### src/rtl/digest_nibble_sequencer_pkg.sv
// Shared hash package: digest word width and the sequencer FSM state type.
package digest_nibble_sequencer_pkg;

    localparam int HASH_WORD_W = 32;
    localparam int HASH_NIBBLES = HASH_WORD_W / 4;

    typedef enum logic [1:0] {
        IDLE = 2'd0,
        SEND = 2'd1,
        DONE = 2'd2
    } seq_state_t;

endpackage

### src/rtl/inverter.sv
// Nibble-order inverter: reverses the order of the nibbles in one hash word,
// e.g. 0x12345678 -> 0x87654321. Purely combinational.
//   data_i : input word
//   data_o : same nibbles in reversed order
module inverter
    import digest_nibble_sequencer_pkg::*;
(
    input  logic [HASH_WORD_W-1:0] data_i,
    output logic [HASH_WORD_W-1:0] data_o
);

    always_comb begin
        data_o = '0;
        for (int n = 0; n < HASH_NIBBLES; n++) begin
            data_o[4*n +: 4] = data_i[4*(HASH_NIBBLES-1-n) +: 4];
        end
    end

endmodule

### src/rtl/digest_nibble_sequencer.sv
// Digest nibble sequencer: snapshots the N-word hash state on start and
// streams it out one nibble-inverted word per valid/ready handshake, then
// pulses done. Starts arriving while a transfer is in flight are dropped and
// recorded in a sticky flag.
//   clk, rst    : clock, synchronous active-high reset
//   start       : one-cycle pulse, digest_in valid in the same cycle
//   digest_in   : N_WORDS x 32-bit hash state, word k at [32k+31:32k]
//   busy        : registered (state != IDLE)
//   out_valid / out_ready / out_data / out_idx / out_last : word stream
//   done        : one-cycle pulse after the final handshake
//   start_drop  : sticky, set by a start that was not accepted
module digest_nibble_sequencer
    import digest_nibble_sequencer_pkg::*;
#(
    parameter int N_WORDS = 8,
    parameter int IDX_W   = 4
) (
    input  logic                           clk,
    input  logic                           rst,
    input  logic                           start,
    input  logic [N_WORDS*HASH_WORD_W-1:0] digest_in,
    output logic                           busy,
    output logic                           out_valid,
    input  logic                           out_ready,
    output logic [HASH_WORD_W-1:0]         out_data,
    output logic [IDX_W-1:0]               out_idx,
    output logic                           out_last,
    output logic                           done,
    output logic                           start_drop
);

    localparam logic [IDX_W-1:0] LAST_IDX = IDX_W'(N_WORDS - 1);

    seq_state_t                               state_q, state_d;
    logic [IDX_W-1:0]                         idx_q, idx_d;
    logic [N_WORDS-1:0][HASH_WORD_W-1:0]      snap_q;
    logic                                     snap_load;
    logic                                     busy_q;
    logic                                     drop_q;
    logic [HASH_WORD_W-1:0]                   word_sel;

    // Next-state logic. In SEND out_valid is 1, so out_ready alone is the
    // handshake; index is cleared on the way back to IDLE.
    always_comb begin
        state_d   = state_q;
        idx_d     = idx_q;
        snap_load = 1'b0;
        case (state_q)
            IDLE: begin
                if (start) begin
                    snap_load = 1'b1;
                    idx_d     = '0;
                    state_d   = SEND;
                end
            end
            SEND: begin
                if (out_ready) begin
                    if (idx_q == LAST_IDX) begin
                        state_d = DONE;
                    end else begin
                        idx_d = idx_q + 1'b1;
                    end
                end
            end
            DONE: begin
                state_d = IDLE;
                idx_d   = '0;
            end
            default: begin
                state_d = IDLE;
                idx_d   = '0;
            end
        endcase
    end

    always_ff @(posedge clk) begin
        if (rst) begin
            state_q <= IDLE;
            idx_q   <= '0;
            snap_q  <= '0;
            busy_q  <= 1'b0;
            drop_q  <= 1'b0;
        end else begin
            state_q <= state_d;
            idx_q   <= idx_d;
            if (snap_load) begin
                snap_q <= digest_in;
            end
            busy_q <= (state_d != IDLE);
            // Any start seen outside IDLE (including the DONE cycle) is lost.
            if (start && (state_q != IDLE)) begin
                drop_q <= 1'b1;
            end
        end
    end

    // Word select by compare loop so the index width need not match the
    // array depth; out-of-range indices cannot occur.
    always_comb begin
        word_sel = '0;
        for (int k = 0; k < N_WORDS; k++) begin
            if (idx_q == IDX_W'(k)) begin
                word_sel = snap_q[k];
            end
        end
    end

    inverter u_inverter (
        .data_i (word_sel),
        .data_o (out_data)
    );

    assign out_valid  = (state_q == SEND);
    assign done       = (state_q == DONE);
    assign out_idx    = idx_q;
    assign out_last   = out_valid && (idx_q == LAST_IDX);
    assign busy       = busy_q;
    assign start_drop = drop_q;

endmodule

### config.mk
export PLATFORM = sky130hd
export DESIGN_NAME = digest_nibble_sequencer
export DESIGN_NICKNAME = d
export VERILOG_FILES = /design/src/rtl/digest_nibble_sequencer_pkg.sv /design/src/rtl/inverter.sv /design/src/rtl/digest_nibble_sequencer.sv
export SDC_FILE = /design/constraint.sdc
export NUM_CORES = 1
export LEC_CHECK = 0
export ABC_AREA = 1
export CAP_MARGIN = 25
export CORE_UTILIZATION = 25
export DETAILED_ROUTE_END_ITERATION = 7
export GPL_ROUTABILITY_DRIVEN = 1
export PLACE_DENSITY = 0.53
export REMOVE_ABC_BUFFERS = 1
export SYNTH_ARGS = -nofsm -noshare
export SYNTH_HDL_FRONTEND = slang
export SYNTH_SLANG_ARGS = --single-unit
export TNS_END_PERCENT = 50
### constraint.sdc
create_clock -name clk -period 2.4 [get_ports clk]
set_input_delay 0.48 -clock clk [delete_from_list [all_inputs] [get_ports clk]]
set_output_delay 0.48 -clock clk [all_outputs]
set_load 0.005 [all_outputs]
==> out/metrics.csv, run 1 <==
metric,value,unit
yosys stat area,0.0120,mm²
Port-buffer cells,300,
Critical Path End,out_data[22],
tap cell instance count,607,
Slew Limit Fails,0,
setup violators final,33,
Iter 0 DRT Violations,724,
"Buffers, non-clock",444,
Placed Area,0.0163,mm²
Final Wtd Congestion,0.806,
Mean Syn Cell Area,6.59,µm²
fp util,0.256,
Vias/cell,4.60,
WHS Endpoint,snap_q[0]$_SDFFE_PP0P_,
most frequent cells after synthesis,"588 x nor2_1, 268 x nand2_1, 264 x dfxtp_1",
Leak,8.38,nW
initial antenna violation count,4,
"Largest delay share family, worst path",simple AND/OR/NAND/NOR gates,
Area Growth Syn to Fin,54.9,%
Syn Inst Count,1823,
Fin Setup TNS,-12.55,ns
Worst Tran Pin Value,0.456,ns
Synth flops,264,
flop count,264,
Switch Pwr,3.42,mW
Worst setup SP type,flip-flop,
Max Cap Viol,0,
PnR worst setup slack,-0.448,ns
layout cell share with drive strength beyond 1,0.163,
Synth cell types,30,
Inserted Diodes,0,
critical path class,reg2out,
Inst Count DP,2685,
Biggest register,snap_q,
Max-area cell share,0.440,
main flop type,dfxtp_1,
worst r2r path cells,11,
Largest register FFs,256,
Crit path buffers/inverters,5,
Multi-Input Combinational,1345,
number of cells in Yosys stat,1823,
Fillers,4859,
dominant kind of cell,multi-input combinational cells,
Hold Crit Class,reg2reg,
clkbuf count,38,
total power per unit cell area,700,mW/mm²
layout net count,2431,
slowest CP cell,dfxtp_4,
Worst Path Required,1.92,ns
number of top-level pins,301,
CTS tree,built,
Storage cell area,0.00529,mm²
pre-CTS setup slack,-0.292,ns
status,"finished, violations left",
largest power group,the clock network,
WHS,0.455,ns
post-synth top area cell,dfxtp_1,
Rows,79,
chip area,0.0489,mm²
hold path cells,2,
failing checks,negative setup slack,
Fmax achieved,351,MHz
die width,221,µm
max incr delay on CP,0.37,ns
Inverters,82,
number of warnings in the stage logs,32,
Async SR Flop Fraction,0,
RSZ-0062 raised after global routing,yes,
-- run 1: cells in the final DEF, fill, tap and decap left out, drive strengths merged --
master,count
a21oi,37
a211oi,1
inv,81
o21ai,259
clkinv,8
bufinv,10
nand4,20
nand3,126
clkbuf,46
dfxtp,264
nand2,271
nor3b,1
o211ai,1
or2,29
clkdlybuf4s50,268
ha,4
buf,167
nor2,593
bufbuf,1
nor3,3
-- run 1: logic make-up after synthesis --
logic type,count (synthesis),share of synthesized area
AOI/OAI and AO/OA,298,0.125
adders and majority gates,4,0.00417
buffers and inverters,214,0.0766
DFF,264,0.440
and+or+nand+nor,1043,0.355
-- run 1: metal layers --
metal  global-route usage  part of all wire
met2                0.317              0.48
met4               0.0528             0.023
met3               0.0425             0.064
met5                    0            0.0011
met1                0.233              0.43
==> run_1/floorplan.png <==
The bar under the picture is 50 µm long. Pins as bars on the die edge. Tap cells in gray.
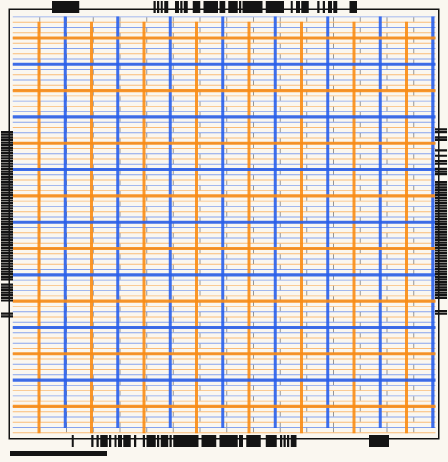
Key: VDD = blue; VSS = orange
The core has 79 rows. 301 signal pins sit on the boundary. 80 met1 rails follow the rows.
Die Height: 221 µm
Max IR drop VDD: 519 µV

==> run_1/layers.png <==
Only two layers are drawn.
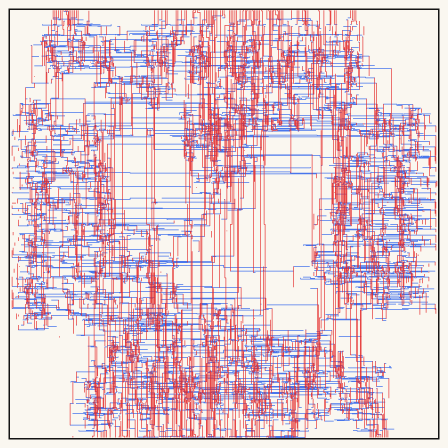
Key: M1 = blue [wire length 20.5 mm]; M2 = red [wire length 22.5 mm]
DR WL/cell: 16.9 µm
GRT Total Usage: 0.186
routed vias: 12900

==> run_1/congestion_map.png <==
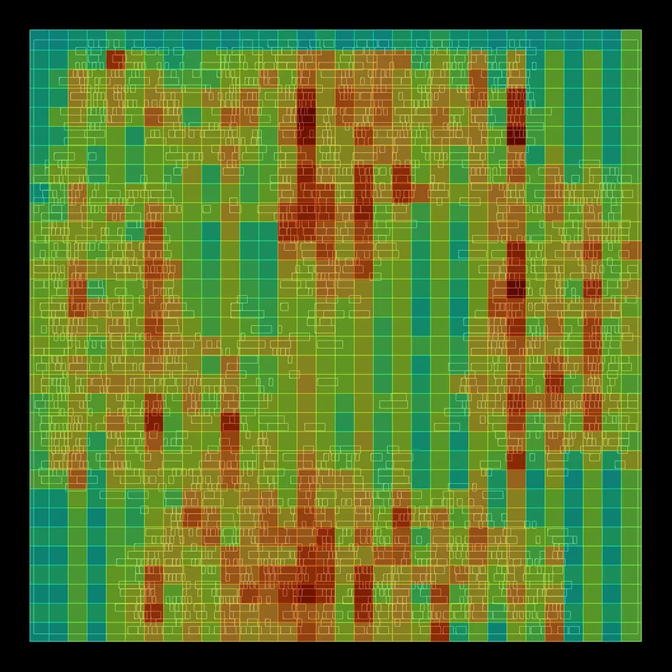
met1 GRT Util: 0.233
Most Used Layer, Global Route: met2
fin util: 0.396

==> run_1/m4.png <==
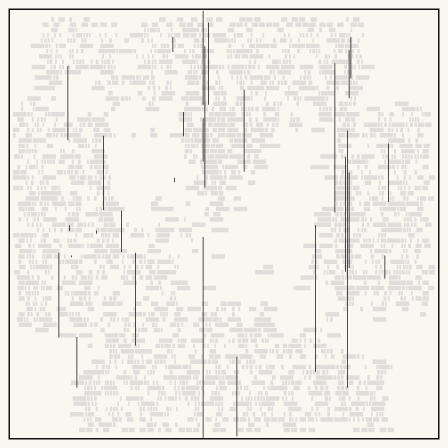
The layer holds 2.3% of the routed length. The longest straight run is 133 µm. The wires run mostly vertical. The layer carries 1090 µm of wire. 17 nets have wire on it.
Total Routed Length: 47200 µm

==> run_1/closeup.png <==
Window x 153 to 178, y 43 to 68 µm. Cells in gray, sequential cells in the stronger gray; small squares are vias.
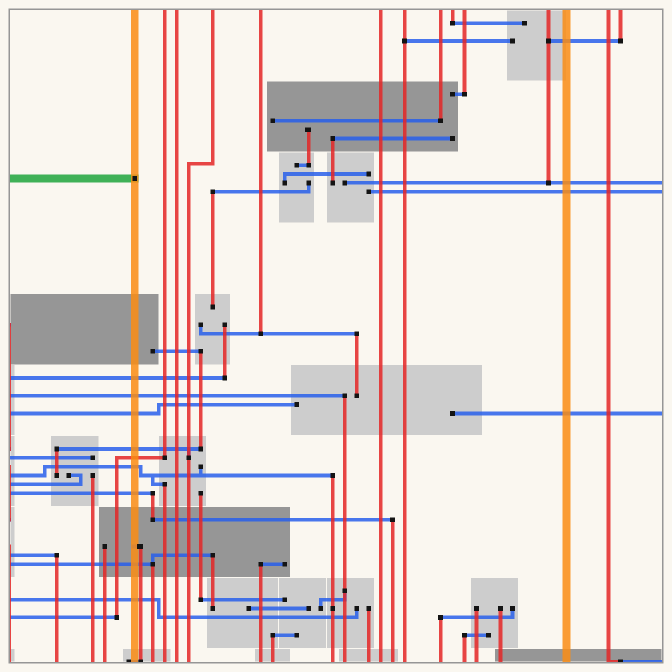

## Run 2: what changed since run 1
--- a/config.mk
+++ b/config.mk
@@ -7,11 +7,13 @@
 export LEC_CHECK = 0
 export ABC_AREA = 1
 export CAP_MARGIN = 25
+export CORE_MARGIN = 2
 export CORE_UTILIZATION = 25
 export DETAILED_ROUTE_END_ITERATION = 7
 export GPL_ROUTABILITY_DRIVEN = 1
 export PLACE_DENSITY = 0.53
 export REMOVE_ABC_BUFFERS = 1
+export SKIP_CTS_REPAIR_TIMING = 1
 export SYNTH_ARGS = -nofsm -noshare
 export SYNTH_HDL_FRONTEND = slang
 export SYNTH_SLANG_ARGS = --single-unit
==> run_2/closeup.png <==
Window x 155 to 180, y 43 to 68 µm. Cells in gray, sequential cells in the stronger gray; small squares are vias.
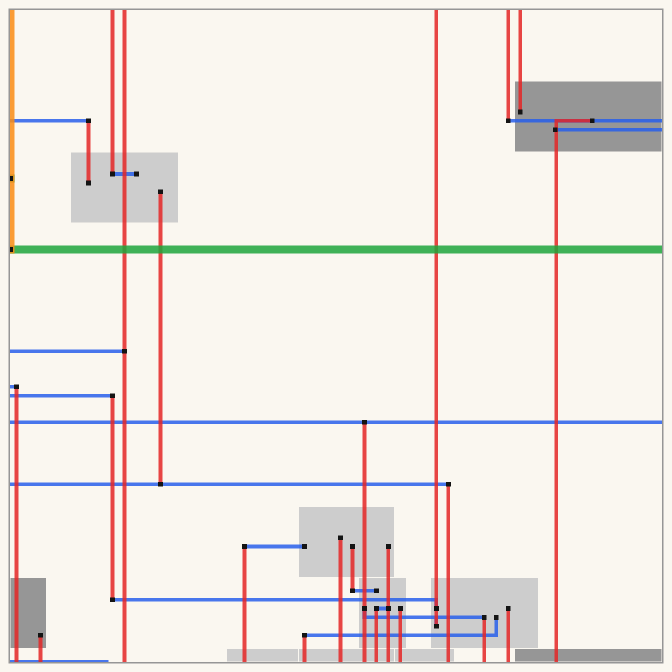
Key: M2 = red; M1 = blue; M4 = orange; M3 = green
Netlist names of flops here include `snap_q` (1). Sequential cells in the window: 1. 5 logic cells have their middle in the window.

==> run 2 against run 1 <==
  * First-iteration DRC count rose by 4.1%
  * Power fell by 6.2%
  * The flow still finishes with violations (negative setup slack)
  * Combinational power fell by 3%
  * Via count fell by 0.87%
  * Highest routed layer unchanged
  * Final cell count rose by 0.14%
  * Clock power fell by 13%
  * Synthesized cell count did not move
  * Cell area fell by 0.79%
==> out/metrics.csv, run 2 <==
metric,value,unit
Top cell excl fill/tap,nor2_1,
Rows,80,
number of cells in Yosys stat,1823,
Worst-Skew Late Latency,0.57,ns
AND-OR/OR-AND share of the synthesized area,0.125,
layout net count,2427,
Vias/cell,4.56,
fin util,0.388,
Area Growth Syn to Fin,53.6,%
fp util,0.253,
Port-buffer cells,300,
Worst setup SP type,flip-flop,
most frequent cells after synthesis,"588 x nor2_1, 268 x nand2_1, 264 x dfxtp_1",
Total Routed Length,47100,µm
Async SR Flop Fraction,0,
Synth cell types,30,
most instantiated logic cells after routing,"580 x nor2_1, 268 x clkdlybuf4s50_1, 261 x dfxtp_1",
Leak,8.29,nW
slowest CP cell,dfxtp_4,
routed vias,12800,
Largest register FFs,256,
final antenna-violating net count,0,
xor-xnor portion of the synthesized cell area,0,
PnR worst setup slack,-0.539,ns
Iter 0 DRT Violations,754,
failing checks,negative setup slack,
worst r2r path cells,11,
Placed Area,0.0161,mm²
die width,223,µm
"Largest delay share family, worst path",buffers and inverters,
Biggest register,snap_q,
max incr delay on CP,0.36,ns
setup violators final,33,
Syn Inst Count,1823,
Max IR drop VDD,479,µV
Worst Tran Pin Value,0.724,ns
status,"finished, violations left",
hold path cells,2,
Mean Syn Cell Area,6.59,µm²
Fmax achieved,340,MHz
layout cell share with drive strength beyond 1,0.150,
Critical Path End,out_data[31],
yosys stat area,0.0120,mm²
GRT Total Usage,0.167,
critical path depth in cells,15,
met3 WL,2090,µm
Worst Path Required,1.92,ns
Hold Crit Class,reg2reg,
post-synth top area cell,dfxtp_1,
Synth flops,264,
Pre-antenna DRT Iters,5,
pre-CTS setup slack,-0.260,ns
met1 WL,21400,µm
comb area leader,simple AND/OR/NAND/NOR gates,
WHS Endpoint,snap_q[0]$_SDFFE_PP0P_,
number of warnings in the stage logs,32,
DR WL/cell,16.8,µm
Inst Count DP,2678,
Max Cap Viol,0,
Synth area leaders,"dfxtp_1 44%, nor2_1 18%, o21ai_0 11%",
met2 Use GR,0.291,
"Most Used Layer, Global Route",met2,
total power per unit cell area,662,mW/mm²
Max-area cell share,0.440,
initial antenna violation count,4,
RSZ-0062 raised after global routing,yes,
Die Height,223,µm
critical path class,reg2out,
grt met3 use,0.0225,
main flop type,dfxtp_1,
area fraction in mux cells,0,
Slew Limit Fails,0,
met1 GRT Util,0.218,
Routed met2 length,22700,µm
Crit path buffers/inverters,7,
Adder Area Share,0.00417,
Final Wtd Congestion,0.778,
Simple-Gate Area Share,0.355,
## run 2: cell counts after synthesis
No cell type changed its count.
## run 2: power by group
group          internal, mW  switching, mW
combinational          1.22           1.22
sequential             4.77          0.177
clock                  2.92           1.90
## run 2: final cells by class
class                      count  area, µm²
antenna                        2       5.00
inverter                      82        358
multi-input combinational   1345       6230
clock inverter                 5        100
sequential                   264       5300
timing repair buffer         439       4770
clock buffer                  49        923
tap                          615        769
fill                        4932      29100
## run 2: through the flow
stage	setup TNS, ns	hold WS [ns]
finish	-12.50	0.453
global placement	-5.78	0.439
floorplan	-1434.00	0.432
global route	-17.03	0.475
CTS	-27.25	0.454
detailed placement	-6.45	0.446
## run 2: worst min-delay path, cell delays in order, from the launching register on
cell and delay, ns:
dfxtp_1 0.29, inv_1 0.06, a21oi_1 0.05
Power is estimated from default activity; no workload was simulated.
